### config.mk
export PLATFORM = sky130hd
export DESIGN_NAME = clint_master_flat
export DESIGN_NICKNAME = d
export VERILOG_FILES = /design/src/rtl/clint_master_pkg.sv /design/src/rtl/clint_master_if.sv /design/src/rtl/clint_irq_ctrl.sv /design/src/rtl/clint_master.sv /design/src/flat_wrapper.sv
export SDC_FILE = /design/constraint.sdc
export NUM_CORES = 1
export LEC_CHECK = 0
export CORE_ASPECT_RATIO = 1.25
export CORE_MARGIN = 4
export CORE_UTILIZATION = 30
export DETAILED_ROUTE_END_ITERATION = 7
export GPL_TIMING_DRIVEN = 0
export SLEW_MARGIN = 20
export SYNTH_ARGS = -nofsm -noshare
export SYNTH_HDL_FRONTEND = slang
export SYNTH_SLANG_ARGS = --single-unit
### constraint.sdc
create_clock -name cpu_clk_50M -period 2.7 [get_ports cpu_clk_50M]
set_input_delay 0.675 -clock cpu_clk_50M [delete_from_list [all_inputs] [get_ports cpu_clk_50M]]
set_output_delay 0.675 -clock cpu_clk_50M [all_outputs]
set_load 0.1 [all_outputs]
### src/rtl/clint_master_pkg.sv
// Shared CLINT definitions: address map, bus width and FSM state encodings
// for the CLINT bus master and its interrupt controller.
package clint_master_pkg;

    localparam int WORD_BUS = 64;

    localparam logic [WORD_BUS-1:0] CLINT_BASE    = 64'h0000_0000_0200_0000;
    localparam logic [WORD_BUS-1:0] CLINT_MASK    = 64'hFFFF_FFFF_FFFF_0000;
    localparam logic [WORD_BUS-1:0] MTIME_ADDR    = 64'h0000_0000_0200_BFF8;
    localparam logic [WORD_BUS-1:0] MTIMECMP_ADDR = 64'h0000_0000_0200_4000;

    typedef enum logic [2:0] {
        IDLE     = 3'd0,
        RD_ISSUE = 3'd1,
        RD_CAP   = 3'd2,
        WR_ISSUE = 3'd3,
        WR_WAIT  = 3'd4,
        RESP     = 3'd5
    } bus_state_t;

    typedef enum logic [1:0] {
        I_IDLE = 2'd0,
        I_PEND = 2'd1,
        I_ACK  = 2'd2,
        I_HOLD = 2'd3
    } irq_state_t;

    typedef enum logic [1:0] {
        ADDR_MTIME    = 2'd0,
        ADDR_MTIMECMP = 2'd1,
        ADDR_BAD      = 2'd2
    } addr_kind_t;

    // Anything that is not one of the two implemented registers is answered
    // with an error, whether it falls inside the CLINT window or not.
    function automatic addr_kind_t decode_addr(input logic [WORD_BUS-1:0] addr);
        if ((addr & CLINT_MASK) != CLINT_BASE) return ADDR_BAD;
        if (addr == MTIME_ADDR)                return ADDR_MTIME;
        if (addr == MTIMECMP_ADDR)             return ADDR_MTIMECMP;
        return ADDR_BAD;
    endfunction

endpackage

### src/rtl/clint_master_if.sv
// MMIO request/response bus between the CPU side (master) and the CLINT
// bus master (slave).
interface clint_master_if;

    logic                                  req_valid;
    logic                                  req_we;
    logic [clint_master_pkg::WORD_BUS-1:0] req_addr;
    logic [clint_master_pkg::WORD_BUS-1:0] req_wdata;
    logic                                  req_ready;
    logic                                  resp_valid;
    logic [clint_master_pkg::WORD_BUS-1:0] resp_rdata;
    logic                                  resp_err;

    modport master (
        output req_valid, req_we, req_addr, req_wdata,
        input  req_ready, resp_valid, resp_rdata, resp_err
    );

    modport slave (
        input  req_valid, req_we, req_addr, req_wdata,
        output req_ready, resp_valid, resp_rdata, resp_err
    );

endinterface

### src/rtl/clint_irq_ctrl.sv
// Timer interrupt handshake: raises a trap request while enabled, acknowledges
// the CLINT once the trap is taken, then waits for the level to clear.
module clint_irq_ctrl
    import clint_master_pkg::*;
(
    input  logic cpu_clk_50M,
    input  logic cpu_rst_n,
    input  logic interr,
    input  logic mstatus_mie,
    input  logic mie_mtie,
    input  logic trap_taken,
    output logic timer_irq_req,
    output logic interr_isdone
);

    irq_state_t state;
    irq_state_t state_next;

    always_ff @(posedge cpu_clk_50M or negedge cpu_rst_n) begin
        if (!cpu_rst_n) state <= I_IDLE;
        else            state <= state_next;
    end

    // trap_taken wins over a same-cycle enable drop: the CSR has already trapped.
    always_comb begin
        state_next    = state;
        timer_irq_req = 1'b0;
        interr_isdone = 1'b0;
        unique case (state)
            I_IDLE: if (interr && mstatus_mie && mie_mtie) state_next = I_PEND;
            I_PEND: begin
                timer_irq_req = 1'b1;
                if (trap_taken)                     state_next = I_ACK;
                else if (!(mstatus_mie && mie_mtie)) state_next = I_IDLE;
            end
            I_ACK: begin
                interr_isdone = 1'b1;
                state_next    = I_HOLD;
            end
            I_HOLD: if (!interr) state_next = I_IDLE;
            default: state_next = I_IDLE;
        endcase
    end

endmodule

### src/rtl/clint_master.sv
// CLINT bus master: turns single MMIO requests into one-cycle CLINT read/write
// strobes with a one-cycle response, and hosts the timer interrupt controller.
module clint_master
    import clint_master_pkg::*;
#(
    parameter int unsigned WR_TIMEOUT = 15
) (
    input  logic                cpu_clk_50M,
    input  logic                cpu_rst_n,
    clint_master_if.slave       bus,
    output logic                read_en,
    output logic [WORD_BUS-1:0] read_addr,
    input  logic [WORD_BUS-1:0] data_read,
    output logic                write_en,
    output logic [WORD_BUS-1:0] write_addr,
    output logic [WORD_BUS-1:0] data_write,
    input  logic                clint_write_isdone,
    input  logic                interr,
    output logic                interr_isdone,
    input  logic                mstatus_mie,
    input  logic                mie_mtie,
    input  logic                trap_taken,
    output logic                timer_irq_req
);

    localparam int CNT_W = $clog2(WR_TIMEOUT + 1);

    bus_state_t          state;
    bus_state_t          state_next;
    addr_kind_t          kind_q;
    addr_kind_t          req_kind;
    logic [WORD_BUS-1:0] addr_q;
    logic [WORD_BUS-1:0] wdata_q;
    logic [WORD_BUS-1:0] rdata_q;
    logic                err_q;
    logic                ready_q;
    logic [CNT_W-1:0]    wait_cnt;
    logic                accept;
    logic                wait_expired;

    assign req_kind     = decode_addr(bus.req_addr);
    // ready_q keeps req_ready low while reset is held, rising on the first edge after release.
    assign accept       = (state == IDLE) && ready_q && bus.req_valid;
    assign wait_expired = (wait_cnt == CNT_W'(WR_TIMEOUT - 1));

    always_ff @(posedge cpu_clk_50M or negedge cpu_rst_n) begin
        if (!cpu_rst_n) state <= IDLE;
        else            state <= state_next;
    end

    always_ff @(posedge cpu_clk_50M or negedge cpu_rst_n) begin
        if (!cpu_rst_n) begin
            ready_q  <= 1'b0;
            kind_q   <= ADDR_BAD;
            addr_q   <= '0;
            wdata_q  <= '0;
            rdata_q  <= '0;
            err_q    <= 1'b0;
            wait_cnt <= '0;
        end else begin
            ready_q <= 1'b1;
            unique case (state)
                IDLE: if (accept) begin
                    kind_q  <= req_kind;
                    addr_q  <= bus.req_addr;
                    wdata_q <= bus.req_wdata;
                    rdata_q <= '0;
                    err_q   <= (req_kind == ADDR_BAD);
                end
                RD_CAP:   rdata_q  <= data_read;
                WR_ISSUE: wait_cnt <= '0;
                WR_WAIT: if (!clint_write_isdone) begin
                    if (wait_expired) err_q    <= 1'b1;
                    else              wait_cnt <= wait_cnt + CNT_W'(1);
                end
                default: ;
            endcase
        end
    end

    // Only MTIMECMP writes need the CLINT's completion; MTIME writes finish at once.
    always_comb begin
        state_next = state;
        unique case (state)
            IDLE: if (accept) begin
                if (req_kind == ADDR_BAD) state_next = RESP;
                else if (bus.req_we)      state_next = WR_ISSUE;
                else                      state_next = RD_ISSUE;
            end
            RD_ISSUE: state_next = RD_CAP;
            RD_CAP:   state_next = RESP;
            WR_ISSUE: state_next = (kind_q == ADDR_MTIMECMP) ? WR_WAIT : RESP;
            WR_WAIT:  if (clint_write_isdone || wait_expired) state_next = RESP;
            RESP:     state_next = IDLE;
            default:  state_next = IDLE;
        endcase
    end

    always_comb begin
        bus.req_ready  = 1'b0;
        bus.resp_valid = 1'b0;
        bus.resp_err   = 1'b0;
        bus.resp_rdata = '0;
        read_en        = 1'b0;
        read_addr      = '0;
        write_en       = 1'b0;
        write_addr     = '0;
        data_write     = '0;
        unique case (state)
            IDLE: bus.req_ready = ready_q;
            RD_ISSUE: begin
                read_en   = 1'b1;
                read_addr = addr_q;
            end
            WR_ISSUE: begin
                write_en   = 1'b1;
                write_addr = addr_q;
                data_write = wdata_q;
            end
            RESP: begin
                bus.resp_valid = 1'b1;
                bus.resp_err   = err_q;
                bus.resp_rdata = rdata_q;
            end
            default: ;
        endcase
    end

    clint_irq_ctrl u_irq_ctrl (
        .cpu_clk_50M   (cpu_clk_50M),
        .cpu_rst_n     (cpu_rst_n),
        .interr        (interr),
        .mstatus_mie   (mstatus_mie),
        .mie_mtie      (mie_mtie),
        .trap_taken    (trap_taken),
        .timer_irq_req (timer_irq_req),
        .interr_isdone (interr_isdone)
    );

endmodule
### src/flat_wrapper.sv
// flat-port wrapper written by rule: the top's interface ports become plain ports
module clint_master_flat import clint_master_pkg::*;
#(
    parameter int unsigned WR_TIMEOUT = 15
)
  (cpu_clk_50M, cpu_rst_n, read_en, read_addr, data_read, write_en, write_addr, data_write, clint_write_isdone, interr, interr_isdone, mstatus_mie, mie_mtie, trap_taken, timer_irq_req, bus_req_valid, bus_req_we, bus_req_addr, bus_req_wdata, bus_req_ready, bus_resp_valid, bus_resp_rdata, bus_resp_err);
  clint_master_if bus_i ();
  input  logic cpu_clk_50M;
  input  logic cpu_rst_n;
  output logic read_en;
  output logic [WORD_BUS-1:0] read_addr;
  input  logic [WORD_BUS-1:0] data_read;
  output logic write_en;
  output logic [WORD_BUS-1:0] write_addr;
  output logic [WORD_BUS-1:0] data_write;
  input  logic clint_write_isdone;
  input  logic interr;
  output logic interr_isdone;
  input  logic mstatus_mie;
  input  logic mie_mtie;
  input  logic trap_taken;
  output logic timer_irq_req;
  input wire logic [$bits(bus_i.req_valid)-1:0] bus_req_valid;
  input wire logic [$bits(bus_i.req_we)-1:0] bus_req_we;
  input wire logic [$bits(bus_i.req_addr)-1:0] bus_req_addr;
  input wire logic [$bits(bus_i.req_wdata)-1:0] bus_req_wdata;
  output wire logic [$bits(bus_i.req_ready)-1:0] bus_req_ready;
  output wire logic [$bits(bus_i.resp_valid)-1:0] bus_resp_valid;
  output wire logic [$bits(bus_i.resp_rdata)-1:0] bus_resp_rdata;
  output wire logic [$bits(bus_i.resp_err)-1:0] bus_resp_err;
  assign bus_i.req_valid = bus_req_valid;
  assign bus_i.req_we = bus_req_we;
  assign bus_i.req_addr = bus_req_addr;
  assign bus_i.req_wdata = bus_req_wdata;
  assign bus_req_ready = bus_i.req_ready;
  assign bus_resp_valid = bus_i.resp_valid;
  assign bus_resp_rdata = bus_i.resp_rdata;
  assign bus_resp_err = bus_i.resp_err;
  clint_master #(.WR_TIMEOUT(WR_TIMEOUT)) u_core (.cpu_clk_50M(cpu_clk_50M), .cpu_rst_n(cpu_rst_n), .bus(bus_i), .read_en(read_en), .read_addr(read_addr), .data_read(data_read), .write_en(write_en), .write_addr(write_addr), .data_write(data_write), .clint_write_isdone(clint_write_isdone), .interr(interr), .interr_isdone(interr_isdone), .mstatus_mie(mstatus_mie), .mie_mtie(mie_mtie), .trap_taken(trap_taken), .timer_irq_req(timer_irq_req));
endmodule
==> results.ini, run 1 <==
[yosys]
yosys_warnings = 0
synth.distinct_cells = 38
synth.cellmix.compoundShare_pct = 4.146
most_common_cell = dfrtp_1
yosysTopAreaCell = dfrtp_1
adder_share_pct = 0.2418
yosysChipArea_um2 = 10350
ys_sh_mux_pct = 17.73
simple_gate_area_share_pct = 23.74
edf_count = 0
syn_avg_cell_area_um2 = 10.85
synth_cells = 954

[placed_design]
placed_cells = 1842
portBuffers = 463
place_area_um2 = 15580

[global_routing]
busiest_layer = met2
overflow = 0
grt_pass1_wl_um = 63130
grtUsageTotal_pct = 21.32
grt_pass1_vias = 10290
grt_use_met1_pct = 24.40

[clocking]
cts_setup_buffers = 17
cts-buffers-inserted = 24
post_cts_resized = 2210
path_clk_slew_ns = 0.06

[sta]
max_freq_ghz = 0.3739
tns_ns = 0
holdWs_ns = 0.05184
relSlewSlack_pct = 36.42
rsz0062_at_grt = yes
finalCriticalPeriod_ns = 2.675
finalCritPeriodShare_pct = 99.06
slew_violations = 0
worst_slack_ns = 0.02528

[critical_path]
cp_max_fo = 10
path_delay_family = buffers and inverters
r2r_setup_slack_ns = 0.64
cp.depth = 6
endpoint = data_write[61]
required_ns = 2.03
r2r_end = u_core.rdata_q[41]$_DFFE_PN0P_
crit_path_end_kind = output pin
worst-path-buf-inv = 4
rr_startpoint = u_core.state[0]$_DFFE_PN0P_

[floorplan]
rows = 75
die_y_um = 215.7

[power]
internal_power_mw = 11.83
p_sw_mw = 10.15
seqPwrFrac_pct = 25.1
sw_frac_of_total_pct = 46.19
combPwrFrac_pct = 59.3
leakagePower_nw = 8.920

[layout]
area_growth_pct = 90.29
postLayoutCellArea_um2 = 19700
n_all_inverters = 3
reg.largest.list = u_core.addr_q x64, u_core.rdata_q x64, u_core.wdata_q x64
seq_share_pct = 26.06
sh_comb_area_pct = 28.28

[run]
drv_cap = 0
warnings = 29

[route]
drt_iter0_drc = 560
vias = 9391
wl_met1_um = 16090
routed_via_density = 4.922
wl_met3_um = 3052

[status]
outcome = finished clean

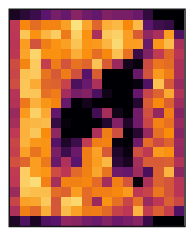
Fig. 1. Local utilization (run 1).
Drawn at 1 px/um. 17 x 22 tiles, from black (low) to pale yellow (high), 0 to 100% covered.
The fullest tile reaches 94%. The mean over all tiles is 51%. 24% of the tiles are over 75% full.
post-layout util: 58.31%
core area: 33,780 um^2
Initial Utilization: 30.64%

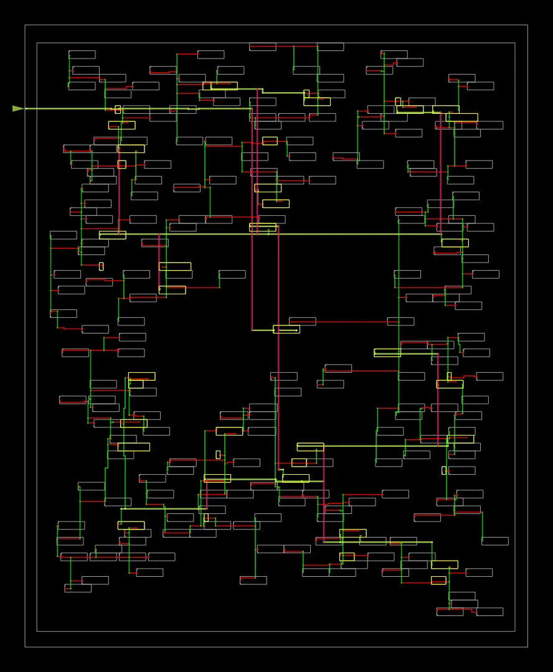
Fig. 2. Clock routing (run 1).
Power Clock: 3.45 mW
clock buffer count: 35
Clock Skew: 0.009708 ns
Clock Sinks: 205

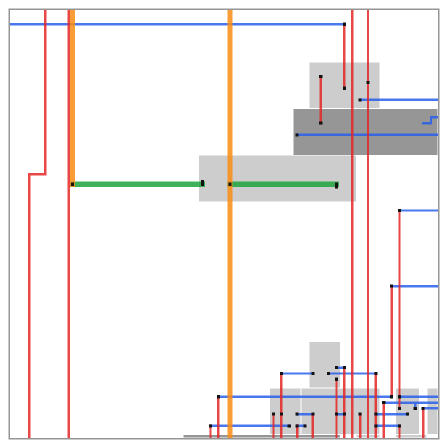
Fig. 3. Layout detail (run 1).
Window x 75 to 100, y 95 to 120 um. Cells in grey, sequential cells in the stronger grey; small squares are vias.
Red stands for metal 2. Green stands for metal 3. Blue stands for metal 1. Orange stands for metal 4.
Netlist names of flops here include u_core.addr_q (1). Sequential cells in the window: 1. 7 logic cells have their middle in the window.

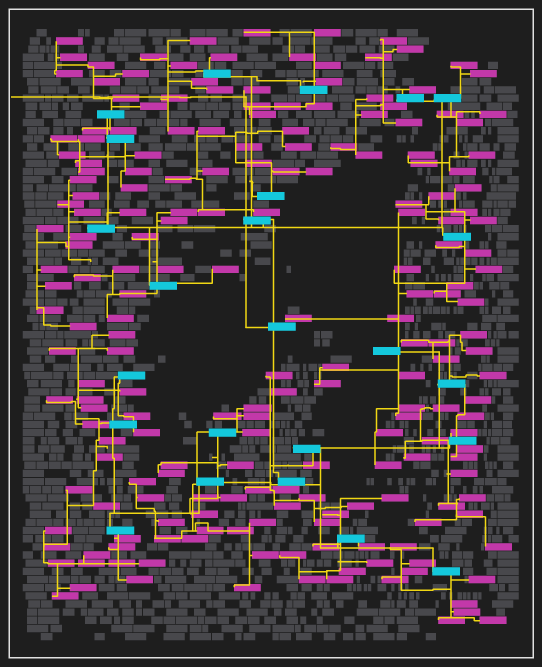
Fig. 4. Clock network drawn from the DEF (run 1).
Drawn at 3 px/um.
Magenta stands for flip-flops, count 205. Cyan stands for clock drivers, count 24. Yellow stands for clock wires, length 3,160 um.
Position of the flops: widely spread.

==> inputs of run 2 (changes only) <==
Settings changed: CELL_PAD_IN_SITES_DETAIL_PLACEMENT set to 1, CELL_PAD_IN_SITES_GLOBAL_PLACEMENT set to 1, PLACE_DENSITY_LB_ADDON set to 0.1.
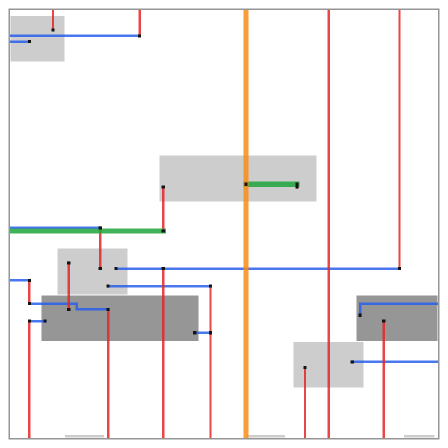
Fig. 5. Layout detail (run 2).
Window x 75 to 100, y 95 to 120 um. Cells in grey, sequential cells in the stronger grey; small squares are vias.
Green stands for metal 3. Orange stands for metal 4. Red stands for metal 2. Blue stands for metal 1.
Netlist names of flops here include u_core.addr_q (1), u_core.wait_cnt (1). Sequential cells in the window: 2. Most frequent: buf_6 (2), dfrtp_1 (2). 6 logic cells have their middle in the window.

==> results.ini, run 2 <==
[sta]
holdWs_ns = 0.4922  ; +0.4404 ns
max_freq_ghz = 0.3691  ; -1.3%
slew_violations = 0  ; unchanged
rsz0062_at_grt = yes
setup_viol = 2
fin_skew_ns = 0.008576  ; -0.001133 ns
finalCritPeriodShare_pct = 100.4  ; +1.3 points
worst_slack_ns = -0.009549  ; -0.03482 ns

[global_routing]
grt_pass1_wl_um = 65830  ; +4.3%
grtUsageTotal_pct = 22.42  ; +1.1 points
grt_pass1_vias = 10630  ; +3.3%
busiest_layer = met2
grt_use_met1_pct = 24.00  ; -0.41 points
overflow = 0  ; unchanged

[critical_path]
endpoint = data_write[46]
r2r_end = u_core.rdata_q[32]$_DFFE_PN0P_
worst-path-buf-inv = 3  ; -1
required_ns = 2.03  ; about the same
r2r_setup_slack_ns = 0.71  ; +0.07 ns
cp_max_fo = 10  ; unchanged
crit_path_end_kind = output pin
cp.depth = 5  ; -1
path_delay_family = buffers and inverters

[layout]
buf_share_pct = 38.86
postLayoutCellArea_um2 = 19510  ; -0.97%
sh_comb_area_pct = 27.79  ; -0.49 points
reg.largest.list = u_core.addr_q x64, u_core.rdata_q x64, u_core.wdata_q x64
n_all_inverters = 3  ; unchanged
area_growth_pct = 88.46
seq_share_pct = 26.32  ; +0.25 points
clkbuf_count = 37  ; +5.7%

[status]
outcome = complete, but fails checks
violations = setup timing

[yosys]
logic_family = simple AND/OR/NAND/NOR gates
adder_share_pct = 0.2418  ; unchanged
synth.cellmix.compoundShare_pct = 4.146  ; unchanged
synth.distinct_cells = 38  ; unchanged
synth_cells = 954  ; unchanged
ys_ff = 205
edf_count = 0  ; unchanged
most_common_cell = dfrtp_1
synthTopCellsByCount = 204 x dfrtp_1, 193 x and3_1, 134 x nand2_1
simple_gate_area_share_pct = 23.74  ; unchanged
yosysChipArea_um2 = 10350  ; unchanged
syn_avg_cell_area_um2 = 10.85  ; unchanged
yosys_warnings = 0  ; unchanged

[placed_design]
place_area_um2 = 15580  ; unchanged
placed_cells = 1842  ; unchanged

[route]
routed_via_density = 4.924  ; about the same
met2_length_um = 23650
wl_met3_um = 3824  ; +25%
wl_met1_um = 15730  ; -2.2%
vias = 9385  ; -0.064%
drt_iter0_drc = 358  ; -36%

[floorplan]
core_area_um2 = 33780  ; unchanged
die_y_um = 215.7  ; unchanged

[clocking]
post_cts_resized = 2202  ; -0.36%
path_clk_slew_ns = 0.06  ; about the same
htreeDepth = 1
cts_setup_buffers = 10  ; -7
cts-buffers-inserted = 24  ; unchanged
cts.sinks = 205  ; unchanged

[power]
combPwrFrac_pct = 58.9  ; -0.4 points
sw_frac_of_total_pct = 46.46  ; +0.28 points
internal_power_mw = 11.67  ; -1.4%
seqPwrFrac_pct = 25.3  ; +0.2 points
powerClk_mw = 3.44  ; about the same

[run]
warnings = 29  ; unchanged
drv_cap = 0  ; unchanged

[hold_path]
hold_depth = 1

==> inputs of run 3 (changes only) <==
Settings changed: CORE_MARGIN 4 to not set.
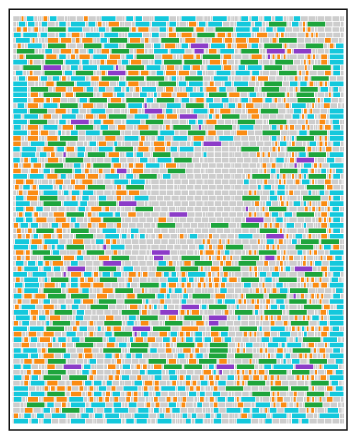
Fig. 6. Cells coloured by class (run 3).
Drawn at 2 px/um. Fill, decap, tap and diode cells in grey.
Purple stands for clock drivers and dummy loads, cells 42. Orange stands for combinational and other logic, cells 664. Green stands for flops, cells 205. Cyan stands for other buffers and delay cells, cells 559.

==> results.ini, run 3 <==
[global_routing]
grt_pass1_vias = 10250  ; -3.6%
busiest_layer = met2
grtUsageTotal_pct = 23.09  ; +0.66 points
grt_pass1_wl_um = 62740  ; -4.7%
overflow = 0  ; unchanged
grt_use_met1_pct = 25.60  ; +1.6 points

[floorplan]
die_y_um = 209.7  ; -2.8%
core_area_um2 = 33780  ; unchanged

[route]
drt_iter0_drc = 367  ; +2.5%
wl_met3_um = 3129  ; -18%
met2_length_um = 22320  ; -5.6%
routed_via_density = 4.868  ; -1.1%
vias = 9225  ; -1.7%

[yosys]
syn_avg_cell_area_um2 = 10.85  ; unchanged
edf_count = 0  ; unchanged
yosysChipArea_um2 = 10350  ; unchanged
synth_cells = 954  ; unchanged
ys_ff = 205  ; unchanged
adder_share_pct = 0.2418  ; unchanged
logic_family = simple AND/OR/NAND/NOR gates
synth.cellmix.compoundShare_pct = 4.146  ; unchanged
yosys_warnings = 0  ; unchanged
simple_gate_area_share_pct = 23.74  ; unchanged
synth.distinct_cells = 38  ; unchanged

[power]
sw_frac_of_total_pct = 47.45  ; +0.99 points
internal_power_mw = 10.89  ; -6.6%
powerClk_mw = 3.13  ; -9.0%
seqPwrFrac_pct = 26.4  ; +1.1 points
combPwrFrac_pct = 58.5  ; -0.4 points

[clocking]
htreeDepth = 1  ; unchanged
cts-buffers-inserted = 24  ; unchanged
path_clk_slew_ns = 0.05  ; about the same
cts_setup_buffers = 8  ; -2
post_cts_resized = 2037  ; -7.5%
cts.sinks = 205  ; unchanged

[sta]
setup_viol = 0  ; -2
fin_skew_ns = 0.01620  ; +0.007624 ns
max_freq_ghz = 0.3707  ; +0.45%
slew_violations = 0  ; unchanged
rsz0062_at_grt = yes
holdWs_ns = 0.07264  ; -0.4196 ns
worst_slack_ns = 0.002481  ; +0.01203 ns

[critical_path]
r2r_end = u_core.rdata_q[46]$_DFFE_PN0P_
worst-path-buf-inv = 3  ; unchanged
endpoint = write_addr[31]
r2r_setup_slack_ns = 0.60  ; -0.11 ns
cp.depth = 5  ; unchanged

[layout]
clkbuf_count = 40  ; +8.1%
buf_share_pct = 37.81  ; -1.0 points
area_growth_pct = 80.73
reg.largest.list = u_core.addr_q x64, u_core.rdata_q x64, u_core.wdata_q x64

[status]
outcome = finished clean

[run]
drv_cap = 0  ; unchanged

[placed_design]
place_area_um2 = 15580  ; unchanged

Power figures rest on the tool's default switching activity, not on a simulated workload.
